`src/rtl/register_pipe_pkg.sv`:
```
// Shared constants and types for the register_pipe block.
// The optional occupancy counter is built only when REGISTER_PIPE_OCC_EN is defined.
package register_pipe_pkg;

    // Default build parameters
    localparam int DEFAULT_WIDTH = 8;
    localparam int DEFAULT_DEPTH = 4;

    // Legal parameter ranges, checked at elaboration by register_pipe
    localparam int MIN_WIDTH = 1;
    localparam int MAX_WIDTH = 64;
    localparam int MIN_DEPTH = 1;
    localparam int MAX_DEPTH = 16;

    // One pipeline stage at the default width: a valid flag travelling with its data word.
    // Bubbles keep their data; only the valid flag marks the word as meaningful.
    typedef struct packed {
        logic                     valid;
        logic [DEFAULT_WIDTH-1:0] data;
    } stage_t;

    // Bits needed to count 0..depth valid stages
    function automatic int occ_width(input int depth);
        return $clog2(depth + 1);
    endfunction

endpackage

```
`src/rtl/register_pipe_stage.sv`:
```
// pipe_stage: one {valid, data} register of the register_pipe shift chain.
// flush clears only the valid flag (data holds); rst clears both and wins over everything.
module pipe_stage
    import register_pipe_pkg::*;
#(
    parameter int WIDTH = DEFAULT_WIDTH
) (
    input  logic             clk,
    input  logic             rst,
    input  logic             en,
    input  logic             flush,
    input  logic             in_valid,
    input  logic [WIDTH-1:0] in_data,
    output logic             out_valid,
    output logic [WIDTH-1:0] out_data
);

    logic             valid_q;
    logic             valid_d;
    logic [WIDTH-1:0] data_q;
    logic [WIDTH-1:0] data_d;

    // Next-state: flush drops the valid flag without shifting; en shifts both fields
    always_comb begin
        valid_d = valid_q;
        data_d  = data_q;
        if (flush) begin
            valid_d = 1'b0;
        end else if (en) begin
            valid_d = in_valid;
            data_d  = in_data;
        end
    end

    // Stage register with synchronous reset of both valid and data
    always_ff @(posedge clk) begin
        if (rst) begin
            valid_q <= 1'b0;
            data_q  <= '0;
        end else begin
            valid_q <= valid_d;
            data_q  <= data_d;
        end
    end

    assign out_valid = valid_q;
    assign out_data  = data_q;

endmodule

```
`src/rtl/register_pipe.sv`:
```
// register_pipe: DEPTH-stage enable-gated register pipeline carrying a valid bit per word.
// Q/out_valid come straight from the last stage flops, so there is no combinational path from D.
// Optional feature: define REGISTER_PIPE_OCC_EN to add the occ port (count of valid stages).
module register_pipe
    import register_pipe_pkg::*;
#(
    parameter int WIDTH = DEFAULT_WIDTH,
    parameter int DEPTH = DEFAULT_DEPTH
) (
    input  logic                         clk,
    input  logic                         rst,
    input  logic                         en,
    input  logic                         flush,
    input  logic                         in_valid,
    input  logic [WIDTH-1:0]             D,
`ifdef REGISTER_PIPE_OCC_EN
    output logic [occ_width(DEPTH)-1:0]  occ,
`endif
    output logic                         out_valid,
    output logic [WIDTH-1:0]             Q
);

    // Parameter range checks
    generate
        if (WIDTH < MIN_WIDTH || WIDTH > MAX_WIDTH) begin : g_bad_width
            $error("register_pipe: WIDTH=%0d outside %0d..%0d", WIDTH, MIN_WIDTH, MAX_WIDTH);
        end
        if (DEPTH < MIN_DEPTH || DEPTH > MAX_DEPTH) begin : g_bad_depth
            $error("register_pipe: DEPTH=%0d outside %0d..%0d", DEPTH, MIN_DEPTH, MAX_DEPTH);
        end
    endgenerate

    // Chain tap k feeds stage k; tap 0 is the input port, tap DEPTH is the last stage output
    logic [DEPTH:0]            v_chain;
    logic [DEPTH:0][WIDTH-1:0] d_chain;

    assign v_chain[0] = in_valid;
    assign d_chain[0] = D;

    generate
        for (genvar k = 0; k < DEPTH; k++) begin : g_stage
            pipe_stage #(
                .WIDTH (WIDTH)
            ) u_stage (
                .clk       (clk),
                .rst       (rst),
                .en        (en),
                .flush     (flush),
                .in_valid  (v_chain[k]),
                .in_data   (d_chain[k]),
                .out_valid (v_chain[k+1]),
                .out_data  (d_chain[k+1])
            );
        end
    endgenerate

    assign out_valid = v_chain[DEPTH];
    assign Q         = d_chain[DEPTH];

`ifdef REGISTER_PIPE_OCC_EN
    localparam int OCC_W = occ_width(DEPTH);

    logic [OCC_W-1:0] occ_q;
    logic [OCC_W-1:0] occ_d;

    // Occupancy tracks the stage valid popcount: +1 for a word entering, -1 for the word leaving
    always_comb begin
        occ_d = occ_q;
        if (flush) begin
            occ_d = '0;
        end else if (en) begin
            occ_d = occ_q + OCC_W'(in_valid) - OCC_W'(v_chain[DEPTH]);
        end
    end

    // Occupancy register, cleared together with the stage valid bits
    always_ff @(posedge clk) begin
        if (rst) begin
            occ_q <= '0;
        end else begin
            occ_q <= occ_d;
        end
    end

    assign occ = occ_q;
`endif

endmodule
```
`config.mk`:
```
export PLATFORM = sky130hd
export DESIGN_NAME = register_pipe
export DESIGN_NICKNAME = d
export VERILOG_FILES = /design/src/rtl/register_pipe_pkg.sv /design/src/rtl/register_pipe_stage.sv /design/src/rtl/register_pipe.sv
export SDC_FILE = /design/constraint.sdc
export NUM_CORES = 1
export LEC_CHECK = 0
export CORE_MARGIN = 3
export CORE_UTILIZATION = 45
export CTS_CLUSTER_SIZE = 20
export DETAILED_ROUTE_END_ITERATION = 8
export GPL_TIMING_DRIVEN = 0
export PLACE_DENSITY = 0.68
export SYNTH_ARGS = -nofsm -noshare
export SYNTH_HDL_FRONTEND = slang
export SYNTH_SLANG_ARGS = --single-unit
```
`constraint.sdc`:
```
create_clock -name clk -period 1.1 [get_ports clk]
set_input_delay 0.165 -clock clk [delete_from_list [all_inputs] [get_ports clk]]
set_output_delay 0.165 -clock clk [all_outputs]
set_load 0.1 [all_outputs]
```
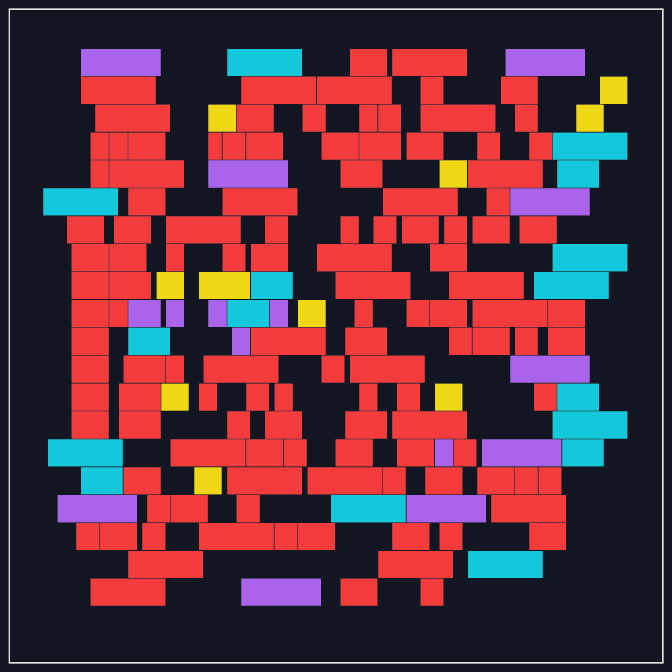
Figure 1: run 1, drive-strength map.
size	colour	cells
drive 1 or less	red	120
drive 6 and up	cyan	16
drive 2	purple	15
drive 3 to 4	yellow	10

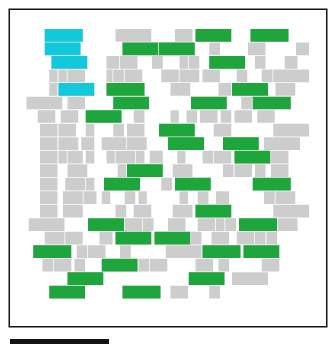
Figure 2: run 1, register map, names as in the netlist.
Bar = 20 um. Other cells in grey.
name in the netlist	colour	sequential cells
g_stage.u_stage.out_valid	cyan	4
g_stage.u_stage.out_data	green	32

==> CHANGELOG.md, run 1 <==
### Changed

* Logic pwr share at 0.096
* Vias in the first global route at around 1000
* Seq/total area at 0.382
* Worst vdd ir at 0.585 mV
* Switch share at 0.227
* Wirelength, routed at 2610 um
* I/O pin cnt at 22
* Prevailing post-synth register cell: dfxtp_1
* Clock buffers at 6
* CTS tree: built
* Logic area at about 650 um2
* Synth logic family: simple AND/OR/NAND/NOR gates
* Ys async rst share at 0
* Sequential power at 0.00133 W
* Setup WS post-layout at -0.00385 ns
* Cell Area, Placed at about 0.0018 mm2
* Number of cells in Yosys stat at about 140
* Nets at 174
* Hold-fix buffers at CTS at 0
* Max-area cell share at 0.483
* MUX share of area at 0.188
* Clock Sinks at 36
* Initial antenna violation count at 0
* Register clock-pin slew on the reported worst setup and hold paths at roughly 0.1 ns
* Net Sw Power at 0.000492 W
* Synth Net Count at 148
* Seq pwr share at 0.613
* Ys Warns at 0
* PortBufs at 21
* Violated checks: setup timing
* Status: finished, violations left
* Tool warnings at 28
* Place WS at -0.598 ns
* Tightest Pin Transition at 0.231 ns
* Comb gates at 82
* TNS Setup at -0.00400 ns
* Syn Inst Count at 135
* Worst path depth at 2
* Most frequent cell after synthesis: dfxtp_1
* Top cells by area: dfxtp_1 48%, mux2i_1 19%, nand2b_1 13%, nand4bb_1 5.3%, buf_4 4.5%
* Buf+Inv Stages, Crit Path at 2
* CP Max Fanout at 2
* Layout clock area frac at 0.0242
* Critical Path Sink: Q[4]
* R2r setup slk at around 0.30 ns
* Endpoints failing setup at 2
* CP max stage delay at approximately 0.35 ns
* EDFF count, synth at 0
* Max Clk Rate at 0.906 GHz
* GP Congestion at 0.700
* Clock Latency Late Sink at 0.33 ns
* Worst-path cell chain: buf_6, buf_12
* Largest register FFs at 32
* Met1 wire length at between 1000 and 1500 um
* Critical R2R Launch: g_stage[3].u_stage.out_data[6]$_SDFFE_PP0P_
* Post-synthesis chip area from yosys at 0.00149 mm2
* Vias/cell at 4.89
* XOR Share, Synth at 0
* Post-cts gate resize count at 98
* WL met3 at 112 um
* Total CTS buffers at 5
* Sequential cell area fraction in the yosys report at 0.483
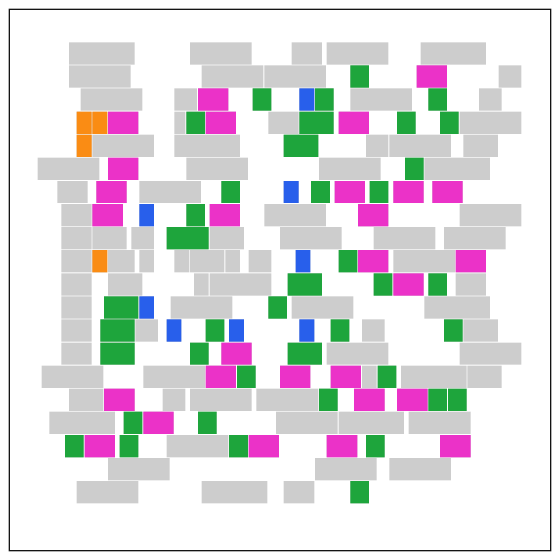
Figure 3: run 1, gate-type map.
family	colour	cells	most used
inverting AOI/OAI gates	blue	8	o21ai_1
multiplexers	magenta	28	mux2i_1
NOR gates	orange	4	nor3_1
NAND gates	green	40	nand2b_1

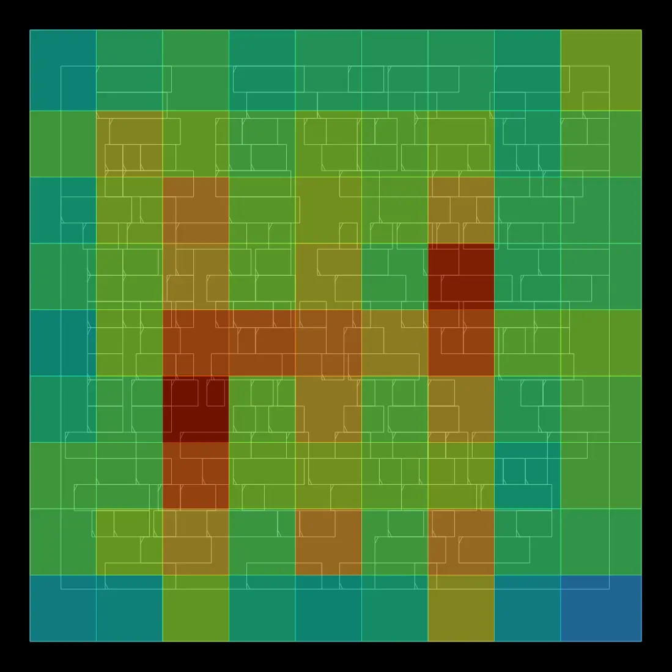
Figure 4: run 1, routing congestion map.
GRT met1 Usage: 0.174
Total GRT Usage: 0.155
routed len/inst: 12.7 um
busiest layer in global routing: met2

==> run 2: changes to the inputs <==
--- a/config.mk
+++ b/config.mk
@@ -5,12 +5,14 @@
 export SDC_FILE = /design/constraint.sdc
 export NUM_CORES = 1
 export LEC_CHECK = 0
+export ABC_CLOCK_PERIOD_IN_PS = 1100
 export CORE_MARGIN = 3
-export CORE_UTILIZATION = 45
+export CORE_UTILIZATION = 55
 export CTS_CLUSTER_SIZE = 20
 export DETAILED_ROUTE_END_ITERATION = 8
 export GPL_TIMING_DRIVEN = 0
-export PLACE_DENSITY = 0.68
+export PLACE_DENSITY = 0.81
+export SKIP_LAST_GASP = 1
 export SYNTH_ARGS = -nofsm -noshare
 export SYNTH_HDL_FRONTEND = slang
 export SYNTH_SLANG_ARGS = --single-unit
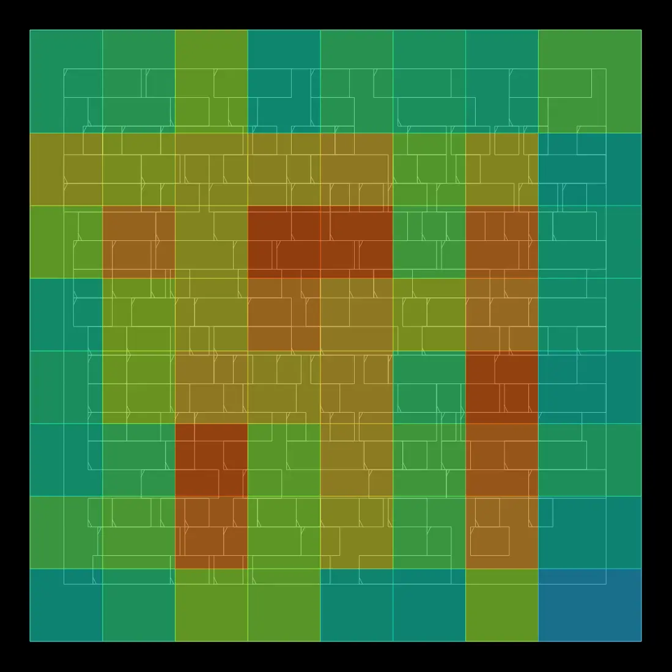
Figure 5: run 2, routing congestion map.
GRT met1 Usage: 0.196
met2 usage: 0.334

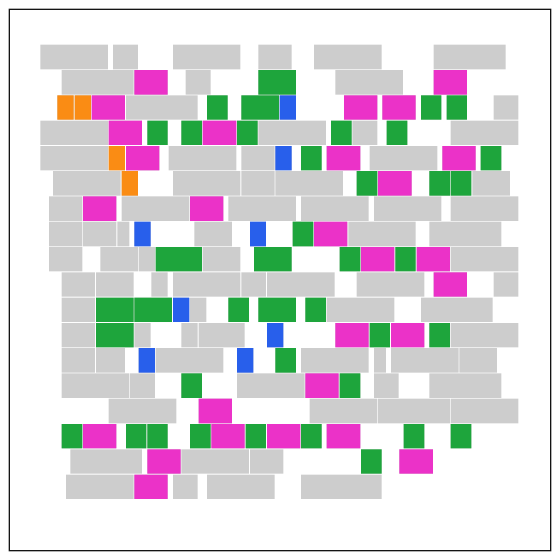
Figure 6: run 2, gate-type map.
family	colour	cells	most used
NAND gates	green	40	nand2b_1
NOR gates	orange	4	nor3_1
multiplexers	magenta	28	mux2i_1
inverting AOI/OAI gates	blue	8	o21ai_1

==> run 2 against run 1 <==
  * The run now ends clean
  * Routed wire length decreased by 2.0%
  * Non-clock buffer count shrank 1
  * Sequential cell count unchanged
  * Largest power group unchanged
  * Clock power grew 13%
  * Final cell count down 6.8%
  * Sequential power about the same
  * Maximum frequency up 0.60%
  * Clock-buffer cell count up 2
  * Clock skew shrank 0.0010 ns
==> CHANGELOG.md, run 2 <==
### Changed

* Total GRT Usage at 0.188 (+0.0336)
* Critical R2R Launch: g_stage[3].u_stage.out_data[6]$_SDFFE_PP0P_
* I/O pin cnt at 22 (unchanged)
* Buf+Inv Stages, Crit Path at 2 (unchanged)
* R2r setup slk at 0.35 ns (+0.05 ns)
* Endpoints failing setup at 0 (-2)
* Total CTS buffers at 5 (unchanged)
* Wirelength, routed at 2560 um (-2.0%)
* Clock Sinks at 36 (unchanged)
* Logic pwr share at 0.092 (-0.004)
* Max-area cell share at 0.483 (unchanged)
* Status: complete, no violations
* Critical Path Sink: Q[3]
* Synth Net Count at 148 (unchanged)
* Vias in the first global route at 1090 (+4.2%)
* Worst vdd ir at 1.14 mV (+95%)
* CP max stage delay at 0.35 ns (about the same)
* Setup WS post-layout at 0.00277 ns (+0.00662 ns)
* Ys Warns at 0 (unchanged)
* Number of cells in Yosys stat at 135 (unchanged)
* CTS tree: built
* Nets at 173 (-0.57%)
* Place WS at -0.618 ns (-0.0208 ns)
* Worst path depth at 2 (unchanged)
* Vias/cell at 5.26 (+7.5%)
* Switch share at 0.221 (-0.00593)
* Post-synthesis chip area from yosys at 0.00149 mm2 (unchanged)
* Seq/total area at 0.387 (+0.00536)
* TNS Setup at 0 ns (+0.00400 ns)
* Seq pwr share at 0.589 (-0.024)
* Max Clk Rate at 0.911 GHz (+0.60%)
* Register clock-pin slew on the reported worst setup and hold paths at 0.10 ns (about the same)
* Post-cts gate resize count at 94 (-4.1%)
* GP Congestion at 0.739 (+5.7%)
* EDFF count, synth at 0 (unchanged)
* Ys async rst share at 0 (unchanged)
* XOR Share, Synth at 0 (unchanged)
==> run 3: changes to the inputs <==
--- a/config.mk
+++ b/config.mk
@@ -5,13 +5,14 @@
 export SDC_FILE = /design/constraint.sdc
 export NUM_CORES = 1
 export LEC_CHECK = 0
+export ABC_AREA = 1
 export ABC_CLOCK_PERIOD_IN_PS = 1100
 export CORE_MARGIN = 3
 export CORE_UTILIZATION = 55
 export CTS_CLUSTER_SIZE = 20
 export DETAILED_ROUTE_END_ITERATION = 8
 export GPL_TIMING_DRIVEN = 0
-export PLACE_DENSITY = 0.81
+export PLACE_DENSITY = 0.8
 export SKIP_LAST_GASP = 1
 export SYNTH_ARGS = -nofsm -noshare
 export SYNTH_HDL_FRONTEND = slang
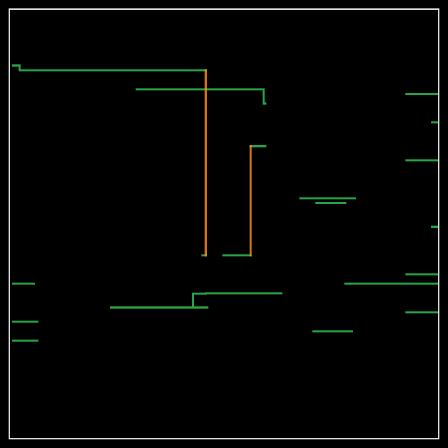
Figure 7: run 3, wiring by layer.
Only two layers are drawn.
layer	colour	wire length
met3	green	143 um
met4	orange	42.2 um

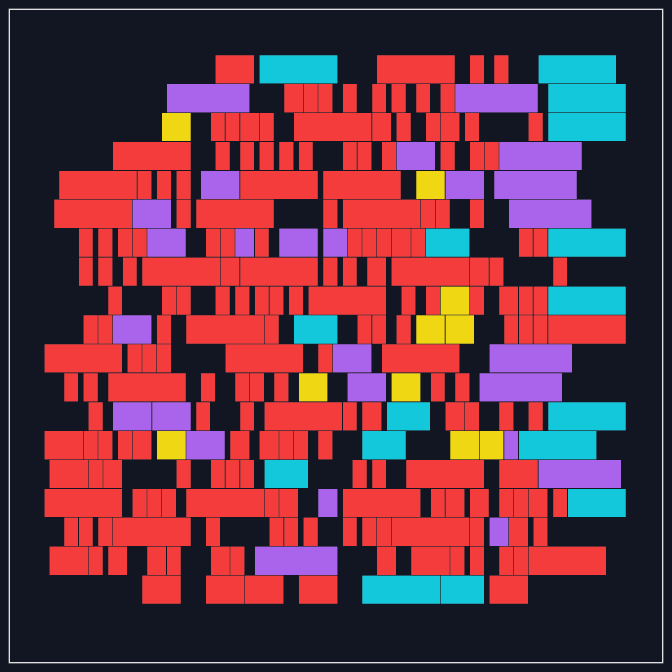
Figure 8: run 3, drive-strength map.
size	colour	cells
drive 2	purple	26
drive 3 to 4	yellow	10
drive 6 and up	cyan	16
drive 1 or less	red	199

==> run 3 against run 2 <==
  * Routed wire length increased by 7.9%
  * Sequential share of layout area shrank 2.1 points
  * Utilization decreased by 4.6 points
  * Final cell count increased by 48%
  * Largest cell class unchanged
==> CHANGELOG.md, run 3 <==
### Changed

* Max Clk Rate at 0.958 GHz (+5.1%)
* CTS tree: built
* Clock Sinks at 36 (unchanged)
* Tcrit/Tclk final at 0.949
* Logic pwr share at 0.217 (+0.125)
* Worst vdd ir at 0.757 mV (-34%)
* Ys Warns at 0 (unchanged)
* GRT met1 Usage at 0.219 (+0.0228)
* Worst Path Arrival at 0.88 ns
* Register clock-pin slew on the reported worst setup and hold paths at 0.09 ns (about the same)
* Ys async rst share at 0 (unchanged)
* CP max stage delay at 0.35 ns (about the same)
* Uppermost layer routed: met4
* Sequential cell area fraction in the yosys report at 0.428
* Die width at between 60 and 70 um
* DRT iter0 DRCs at 34
* Wire length on met2 at 1220 um
* Clock distribution power at 0.000605 W
* I/O pin cnt at 22 (unchanged)
* Max-area cell share at 0.428 (-0.0549)
* R2r setup slk at 0.45 ns (+0.10 ns)
* Seq/total area at 0.367 (-0.0209)
* Comb gates at around 140
* Endpoints failing setup at 0 (unchanged)
* Top pwr grp: sequential cells
* Number of cells in Yosys stat at 234 (+73%)
* Seq pwr share at 0.549 (-0.040)
* Flops at 36
* EDFF count, synth at 0 (unchanged)
* Status: complete, no violations
* GP Congestion at 0.757 (+2.4%)
* Slew Viols, Final at 0
* TNS Setup at 0 ns (unchanged)
* Worst EP required at 0.94 ns
* Critical Path Sink: out_valid
* Vias in the first global route at 1140 (+4.6%)
* Total GRT Usage at 0.181 (-0.00769)
* Critical R2R Launch: g_stage[0].u_stage.out_data[2]$_SDFFE_PP0P_
* Aoi share at 0.0119
* Vias/cell at 4.77 (-9.3%)
* CP Max Fanout at 2
* Buf+Inv Stages, Crit Path at 1 (-1)
* Core footprint at 0.00283 mm2
* Place WS at -0.596 ns (+0.0221 ns)
* Total CTS buffers at 5 (unchanged)
* Post-synthesis chip area from yosys at 0.00168 mm2 (+13%)
* Switch share at 0.296 (+0.0754)
* GRT overflow at 0
* Beginning of the critical path: g_stage[3].u_stage.out_valid$_SDFFE_PP0P_
* Worst Reg-to-Reg Cells at 4
* Row count at 19
* Die H at 61.3 um
* Synth Net Count at 247 (+67%)
* Met2 usage at 0.279 (-0.0544)
* XOR Share, Synth at 0 (unchanged)
* FILL cells at between 200 and 250
* Slowest cell on crit path: dfxtp_2
* Worst path depth at 1 (-1)
* Nets at 266 (+54%)
* Hold_sp: en
* Wirelength, routed at 2760 um (+7.9%)
* Busiest layer in global routing: met2
* Setup WS post-layout at 0.0562 ns (+0.0534 ns)
* Post-cts gate resize count at 87 (-7.4%)
No activity file was given, so power comes from the tool's default toggle rates.
